File: src/rtl/id_ex_stage.sv
// ID/EX pipeline register with rs/rt forwarding, ALU operand build and load-use bubble insertion.
// Latency: one cycle from decode inputs to registered E* outputs; DSTALL is combinational.
// Backpressure: HOLD freezes the register; FLUSH or a load-use stall loads a bubble instead.
module id_ex_stage #(
  parameter int DW = 32,
  parameter int RW = 5
) (
  input  logic          CLK,
  input  logic          RST,
  input  logic [3:0]    DALUC,
  input  logic [DW-1:0] DQA,
  input  logic [DW-1:0] DQB,
  input  logic [DW-1:0] DIMM,
  input  logic [DW-1:0] DPC4,
  input  logic [RW-1:0] DRS,
  input  logic [RW-1:0] DRT,
  input  logic [RW-1:0] DRN,
  input  logic          DUSERS,
  input  logic          DUSERT,
  input  logic          DALUIMM,
  input  logic          DSHIFT,
  input  logic          DJAL,
  input  logic          DWREG,
  input  logic          DM2REG,
  input  logic          DWMEM,
  input  logic [DW-1:0] EXALU,
  input  logic          MWREG,
  input  logic [RW-1:0] MRN,
  input  logic [DW-1:0] MDATA,
  input  logic          WWREG,
  input  logic [RW-1:0] WRN,
  input  logic [DW-1:0] WDATA,
  input  logic          HOLD,
  input  logic          FLUSH,
  output logic [3:0]    EALUC,
  output logic [DW-1:0] EXA,
  output logic [DW-1:0] EXB,
  output logic [DW-1:0] ESTD,
  output logic [RW-1:0] ERN,
  output logic          EWREG,
  output logic          EM2REG,
  output logic          EWMEM,
  output logic          DSTALL
);

  // A bubble is an add with no side effects, so EALUC idles at the add encoding.
  localparam logic [3:0]    ALU_ADD = 4'b0010;
  localparam logic [DW-1:0] FOUR    = DW'(4);

  logic [DW-1:0] fa;
  logic [DW-1:0] fb;
  logic [DW-1:0] opa;
  logic [DW-1:0] opb;
  logic          ex_fwd_ok;
  logic          ex_load;

  // The EX result is only usable for ALU ops; a load's data is not ready until MEM.
  assign ex_fwd_ok = EWREG && !EM2REG && (ERN != '0);
  assign ex_load   = EWREG && EM2REG && (ERN != '0);

  // Load-use hazard: decode needs a register that the load in EX has not yet fetched.
  assign DSTALL = ex_load && ((DUSERS && (ERN == DRS)) || (DUSERT && (ERN == DRT)));

  // rs forwarding, nearest producer wins; register 0 is never forwarded.
  always_comb begin
    fa = DQA;
    if (ex_fwd_ok && (ERN == DRS)) begin
      fa = EXALU;
    end else if (MWREG && (MRN != '0) && (MRN == DRS)) begin
      fa = MDATA;
    end else if (WWREG && (WRN != '0) && (WRN == DRS)) begin
      fa = WDATA;
    end
  end

  // rt forwarding, same priority as rs.
  always_comb begin
    fb = DQB;
    if (ex_fwd_ok && (ERN == DRT)) begin
      fb = EXALU;
    end else if (MWREG && (MRN != '0) && (MRN == DRT)) begin
      fb = MDATA;
    end else if (WWREG && (WRN != '0) && (WRN == DRT)) begin
      fb = WDATA;
    end
  end

  // Operand build: jal links PC+8, shifts take rt as the shifted value and shamt via DIMM.
  always_comb begin
    opa = fa;
    opb = DALUIMM ? DIMM : fb;
    if (DJAL) begin
      opa = DPC4 + FOUR;
      opb = '0;
    end else if (DSHIFT) begin
      opa = fb;
      opb = DIMM;
    end
  end

  // Pipeline register: HOLD freezes, FLUSH/stall inject a bubble, otherwise load decode.
  always_ff @(posedge CLK or posedge RST) begin
    if (RST) begin
      EALUC  <= ALU_ADD;
      EXA    <= '0;
      EXB    <= '0;
      ESTD   <= '0;
      ERN    <= '0;
      EWREG  <= 1'b0;
      EM2REG <= 1'b0;
      EWMEM  <= 1'b0;
    end else if (!HOLD) begin
      if (FLUSH || DSTALL) begin
        EALUC  <= ALU_ADD;
        EXA    <= '0;
        EXB    <= '0;
        ESTD   <= '0;
        ERN    <= '0;
        EWREG  <= 1'b0;
        EM2REG <= 1'b0;
        EWMEM  <= 1'b0;
      end else begin
        EALUC  <= DALUC;
        EXA    <= opa;
        EXB    <= opb;
        ESTD   <= fb;
        ERN    <= DRN;
        EWREG  <= DWREG;
        EM2REG <= DM2REG;
        EWMEM  <= DWMEM;
      end
    end
  end

endmodule

File: config.mk
export PLATFORM = sky130hd
export DESIGN_NAME = id_ex_stage
export DESIGN_NICKNAME = d
export VERILOG_FILES = /design/src/rtl/id_ex_stage.sv
export SDC_FILE = /design/constraint.sdc
export NUM_CORES = 1
export LEC_CHECK = 0
export CAP_MARGIN = 20
export CORE_MARGIN = 3
export CORE_UTILIZATION = 35
export CTS_BUF_LIST = sky130_fd_sc_hd__clkbuf_2 sky130_fd_sc_hd__clkbuf_4 sky130_fd_sc_hd__clkbuf_8
export DETAILED_ROUTE_END_ITERATION = 10
export GPL_ROUTABILITY_DRIVEN = 0
export GPL_TIMING_DRIVEN = 0
export PLACE_DENSITY = 0.69
export RECOVER_POWER = 25
export SKIP_LAST_GASP = 1
export SLEW_MARGIN = 20
export SYNTH_ARGS = -nofsm -noshare
export SYNTH_HDL_FRONTEND = slang
export SYNTH_SLANG_ARGS = --single-unit
File: constraint.sdc
create_clock -name CLK -period 4.5 [get_ports CLK]
set_clock_uncertainty 0.05 [all_clocks]
set_input_delay 0.9 -clock CLK [delete_from_list [all_inputs] [get_ports CLK]]
set_output_delay 0.9 -clock CLK [all_outputs]
set_load 0.05 [all_outputs]
==> impl_metrics.json, run 1 <==
{
  "die_w_um": 160,
  "regArea_um2": 2700,
  "dp_cells": 1698,
  "fin_nets": 1664,
  "yosys.stat.seqShare": 0.326,
  "ys_warn_count": 0,
  "critPathMaxStageDelay_ns": 0.81,
  "area.combinational_um2": 5000,
  "r2r_slack_ns": 1.50,
  "common_cells": "107 x dfrtp_1, 83 x a21oi_1, 81 x o31ai_1, 78 x nor2_1, 77 x clkbuf_1",
  "top_usage_layer": "met2",
  "slew_viol_final": 33,
  "wl_met2_mm": 19.5,
  "worstPathCellList": "clkdlybuf4s50_1, xnor2_1, nand3_1, o22ai_1, and3_1, clkdlybuf4s50_1",
  "ys_area_um2": 8300,
  "cts_tree": "built",
  "crit_top_cell": "clkdlybuf4s50_1",
  "firstDrtPassIters": 6,
  "leakage_nw": 4.77,
  "inverters": 34,
  "power_mw": 3.10,
  "die_area_um2": 25600,
  "cp-end-kind": "output port",
  "postCtsSetupBuffers": 0,
  "synth_nets": 1278,
  "synth_area_um2": 8300,
  "maxSlewHeadroom": -0.118,
  "hp-start": "EALUC[1]",
  "max_clock_freq_mhz": 246,
  "synthArstFlopShare": 1.00,
  "ant_nets": 0,
  "compound_area_frac": 0.370,
  "fp.dieH_um": 160,
  "cp.arrival_ns": 3.12,
  "logic_gates": 760,
  "top_area_cell": "dfrtp_1",
  "buffer_area_frac": 0.334,
  "hpwl_mm": 36.3,
  "wl_met3_mm": 4.94,
  "cts.sinks": 108,
  "root_buffer": "clkbuf_8",
  "fp.coreArea_um2": 23000,
  "initCoreUtil": 0.361,
  "cts_buffers": 9,
  "htree_levels": 3,
  "internal-power_mw": 1.85,
  "ctsResizeCount": 0,
  "antenna_found_initial": 6,
  "top_cell": "dfrtp_1",
  "warning_count": 26,
  "r2r_end": "EXA[2]",
  "fin_area_um2": 12700,
  "vias_per_cell": 6.04,
  "largest_cell_class": "logic gates",
  "pwr-share-comb": 0.430,
  "setup_viol": 0,
  "ir_drop_mv": 0.146,
  "area_leaders": "dfrtp_1 32%, o31ai_1 7.3%, a21oi_1 5.0%, nor2_1 3.5%, clkbuf_1 3.5%",
  "clkPwrFrac": 0.213,
  "overflow": 0,
  "m1WireLength_mm": 17.4,
  "hold_viol": 0,
  "cp_slowest_cell": "clkdlybuf4s50_1",
  "finalClockPeriodUsage": 0.904,
  "top_layer_used": "met4",
  "min_path_type": "flip-flop to flip-flop",
  "hold_buffers": 0,
  "syn_avg_cell_area_um2": 8.22,
  "clockBufferDepth": 2,
  "drc_errors": 0,
  "synth-simple-area-share": 0.169,
  "flops": 108,
  "synthToLayoutAreaGrowth_pct": 52.8,
  "worst_pin_slew_ns": 1.67,
  "cp-startpoint": "DRT[2]",
  "worstPathRequired_ns": 3.55,
  "clkLatencyLatePin_ns": 0.39,
  "drtIter0Drc": 1200,
  "rsz0062_at_grt": "false",
  "hold_depth": 2,
  "grt_max_degree": 77,
  "p_seq_frac": 0.357,
  "finalCriticalPeriod_ns": 4.07,
  "min_to": "EALUC[1]",
  "fin_hold_ws_ns": 0.420,
  "ys_sh_mux": 0.00392,
  "crit_buf_inv": 2,
  "swShare": 0.402,
  "pre_cts_slack_ns": 0.374,
  "ys_ff": 108,
  "crit_end": "DSTALL",
  "timing.final.ws_setup_ns": 0.432,
  "antenna_cells": 6,
  "drive_gt1_frac": 0.0514,
  "syn-instance-count": 1010,
  "seq-power_mw": 1.11,
  "power.group.top": "combinational logic",
  "use_met1": 0.422,
  "fill_cells": 2262,
  "use_met2": 0.517,
  "xor_share": 0.0591,
  "clkbuf_count": 10,
  "tns_ns": 0,
  "clock_area_frac": 0.0161,
  "synth_cell_type_count": 56,
  "n_all_buffers": 483,
  "largestRegisters": "ESTD (32), EXA (32), EXB (32)",
  "post-route-util": 0.552,
  "ys_sh_adder": 0.00151,
  "top_area_frac": 0.323,
  "status": "finished with violations",
  "use_met3": 0.0965,
  "rows": 55,
  "crit_cells": 6,
  "drv_cap": 1,
  "power_density_nw_per_um2": 244,
  "violations": "max-capacitance violations, max-slew violations",
  "p_comb_mw": 1.33
}
==> run 1: cell usage in the layout, fill, tap and decap left out, types with 5 or more instances in the layout <==
cell,n
dfrtp_1,107
clkbuf_1,77
xor2_1,27
o21ai_1,10
a32o_1,22
nor4_1,7
o31a_1,8
buf_2,22
xnor2_1,29
a21oi_1,83
nor3_1,36
nand2_1,66
o31ai_1,81
a211o_1,8
clkbuf_8,9
o21ai_0,9
diode_2,6
a21o_1,16
nor2_1,78
clkdlybuf4s50_1,373
a32oi_1,7
a31oi_1,40
a221oi_1,5
inv_1,33
nand3_1,27
a211oi_2,16
a311o_1,15
and3_1,8
a22o_1,25
or4_1,5
a211oi_1,37
nand4_1,45
a311oi_1,18
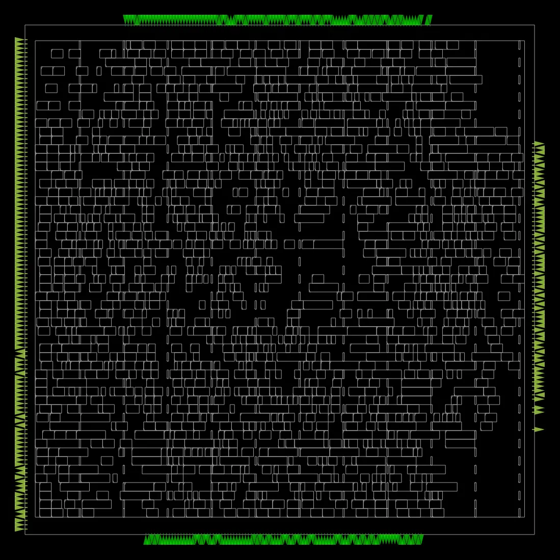
(run_1/placed.png)
tap cells: 313
sequential share of cell area: 0.213

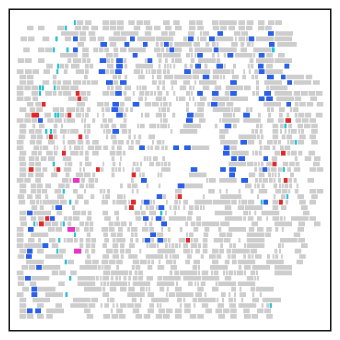
(run_1/gates.png)
(2 px per um)
legend:
  non-inverting ao/oa cells:
    colour: blue
    cells: 97
    where: spread over the die
  mux cells:
    colour: magenta
    cells: 3
  and/or cells:
    colour: red
    cells: 23
  inv cells:
    colour: cyan
    cells: 34
    where: spread over the die
Post-Layout Cell Count: 1720
Top cell excl fill/tap: clkdlybuf4s50_1
Comb area share: 0.394

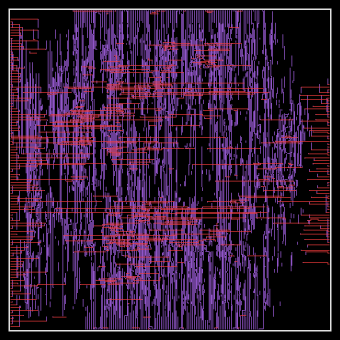
(run_1/layers.png)
(2 px per um) Only two layers are drawn.
legend:
  M3:
    colour: red
    wire_length: 4940 um
  M2:
    colour: purple
    wire_length: 19500 um
WL/cell: 25.3 um
vias after detailed routing: 10389
GR Util All Layers: 0.325
Post-Route WL: 43.5 mm

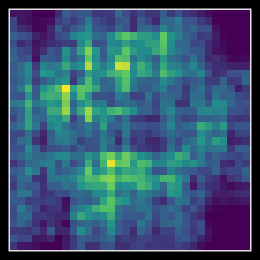
(run_1/route_heat.png)
(1.5 px per um) 32 x 32 tiles, from dark purple (low) to yellow (high), scaled to the fullest tile. Values are wire area over tile area, all layers added.
tiles over half the peak: 16%
fullest tile: 0.93
mean over tiles: 0.29
emptiest ninth of the die: lower right
nearly empty tiles: 6.5%

==> run_1/closeup.png <==
Region (65, 65) to (95, 95) um. Cells in grey, sequential cells in the stronger grey; small squares are vias.
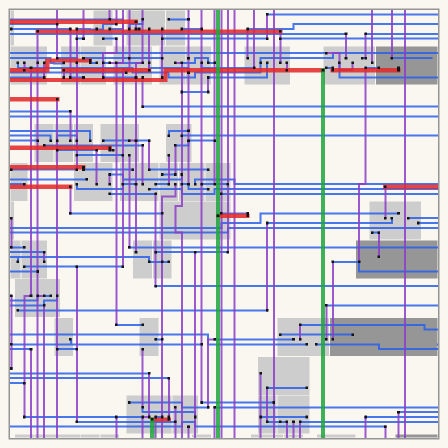

## Run 2: what changed since run 1
--- a/config.mk
+++ b/config.mk
@@ -5,7 +5,7 @@
 export SDC_FILE = /design/constraint.sdc
 export NUM_CORES = 1
 export LEC_CHECK = 0
-export CAP_MARGIN = 20
+export CAP_MARGIN = 40
 export CORE_MARGIN = 3
 export CORE_UTILIZATION = 35
 export CTS_BUF_LIST = sky130_fd_sc_hd__clkbuf_2 sky130_fd_sc_hd__clkbuf_4 sky130_fd_sc_hd__clkbuf_8
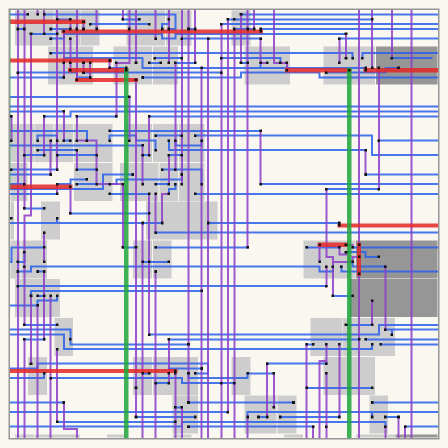
(run_2/closeup.png)
Region (65, 65) to (95, 95) um. Cells in grey, sequential cells in the stronger grey; small squares are vias.
legend:
  M2:
    colour: purple
  M4:
    colour: green
  M1:
    colour: blue
  M3:
    colour: red
cells with their middle in the window: 44
most frequent: clkbuf_1 (10), a21oi_1 (8), o31ai_1 (6)
netlist names of flops here include: EXA (2)
sequential cells in the window: 2

==> impl_metrics.json, run 2 <==
{
  "drc_errors": 0,
  "synth_area_um2": 8300,
  "use_met2": 0.512,
  "r2r_slack_ns": 1.48,
  "status": "finished with violations",
  "dp_cells": 1704,
  "ant_nets": 0,
  "crit_cells": 6,
  "layout_top_cell": "clkdlybuf4s50_1",
  "final_layout_top_logic_cells": "373 x clkdlybuf4s50_1, 107 x dfrtp_1, 83 x a21oi_1, 81 x o31ai_1, 78 x nor2_1",
  "worst_pin_slew_ns": 1.66,
  "cp-startpoint": "DRT[4]",
  "crit_end": "DSTALL",
  "top_area_frac": 0.323,
  "ys_ff": 108,
  "top_layer_used": "met4",
  "firstDrtPassIters": 7,
  "rsz0062_at_grt": "false",
  "maxSlewHeadroom": -0.116,
  "die_w_um": 160,
  "min_to": "EALUC[1]",
  "synth_nets": 1278,
  "rows": 55,
  "p_comb_mw": 1.33,
  "p_seq_frac": 0.355,
  "finalClockPeriodUsage": 0.896,
  "instances_no_fill": 1726,
  "drtIter0Drc": 1294,
  "htree_levels": 3,
  "violations": "max-capacitance violations, max-slew violations",
  "synthArstFlopShare": 1.00,
  "top_area_cell": "dfrtp_1",
  "clkLatencyLatePin_ns": 0.40,
  "wirelength_mm": 43.6,
  "internal-power_mw": 1.86,
  "drive_gt1_frac": 0.0561,
  "synthToLayoutAreaGrowth_pct": 53.3,
  "fin_hold_ws_ns": 0.421,
  "power_mw": 3.11,
  "clockBufferDepth": 2,
  "crit_top_cell": "clkdlybuf4s50_1",
  "critPathMaxStageDelay_ns": 0.80,
  "pre_cts_slack_ns": 0.478,
  "m1WireLength_mm": 17.8,
  "timing.final.ws_setup_ns": 0.466,
  "ys_warn_count": 0,
  "antenna_found_initial": 5,
  "ir_drop_mv": 0.107,
  "power_density_nw_per_um2": 245,
  "slew_viol_final": 33,
  "swShare": 0.403,
  "ctsResizeCount": 0,
  "largestRegisters": "ESTD (32), EXA (32), EXB (32)",
  "synth_cell_type_count": 56,
  "tns_ns": 0,
  "worstPathRequired_ns": 3.55,
  "fp.dieH_um": 160,
  "initCoreUtil": 0.361,
  "grt_max_degree": 77,
  "power.group.top": "combinational logic",
  "post-route-util": 0.553,
  "ys_area_um2": 8300,
  "hold_viol": 0,
  "drv_cap": 1,
  "cts_buffers": 9,
  "use_met3": 0.0856,
  "clkPwrFrac": 0.217,
  "wl_met3_mm": 4.62,
  "yosys.stat.seqShare": 0.326,
  "die_area_um2": 25600,
  "cp.arrival_ns": 3.08,
  "cts.sinks": 108,
  "cp_slowest_cell": "clkdlybuf4s50_1",
  "wl_met2_mm": 19.5,
  "seq-power_mw": 1.11,
  "top_cell": "dfrtp_1",
  "postCtsSetupBuffers": 0,
  "track_usage": 0.325,
  "fin_area_um2": 12700,
  "common_cells": "107 x dfrtp_1, 83 x a21oi_1, 81 x o31ai_1, 78 x nor2_1, 77 x clkbuf_1",
  "syn-instance-count": 1010,
  "pwr-share-comb": 0.428,
  "use_met1": 0.429,
  "fin_nets": 1671,
  "top_usage_layer": "met2",
  "hp-start": "EALUC[1]",
  "cts_tree": "built",
  "fill_cells": 2225
}
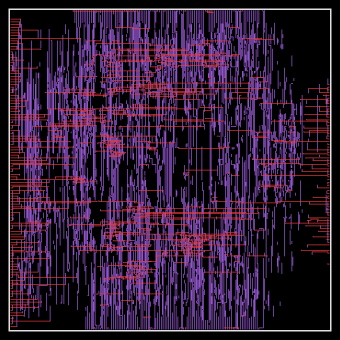
(run_2/layers.png)
(2 px per um) Only two layers are drawn.
legend:
  M3:
    colour: red
    wire_length: 4620 um
  M2:
    colour: purple
    wire_length: 19500 um
WL/cell: 25.2 um
vias after detailed routing: 10488

run 2: cell counts after synthesis:
Identical to the previous run, type by type.
run 2: kinds of logic after synthesis:
logic type               share of synthesized area
adder cells (fa/ha/maj)                    0.00151
buffers and inverters                       0.0716
multiplexers                               0.00392
XOR/XNOR                                    0.0591
flip-flops                                   0.326
AND/OR/NAND/NOR                              0.169
AND-OR/OR-AND                                0.370
run 2: final cells by class:
type,count,area (um^2),share of cell area
Clock inverter,6,76.3,0.00600
Timing Repair Buffer,382,3810,0.299
Inverter,34,129,0.0101
Sequential cell,108,2700,0.213
Buffer,108,467,0.0367
Tap cell,313,392,0.0308
Clock buffer,10,131,0.0103
Multi-Input combinational cell,760,5000,0.393
Antenna cell,5,12.5,0.000984
Power figures rest on the tool's default switching activity, not on a simulated workload.
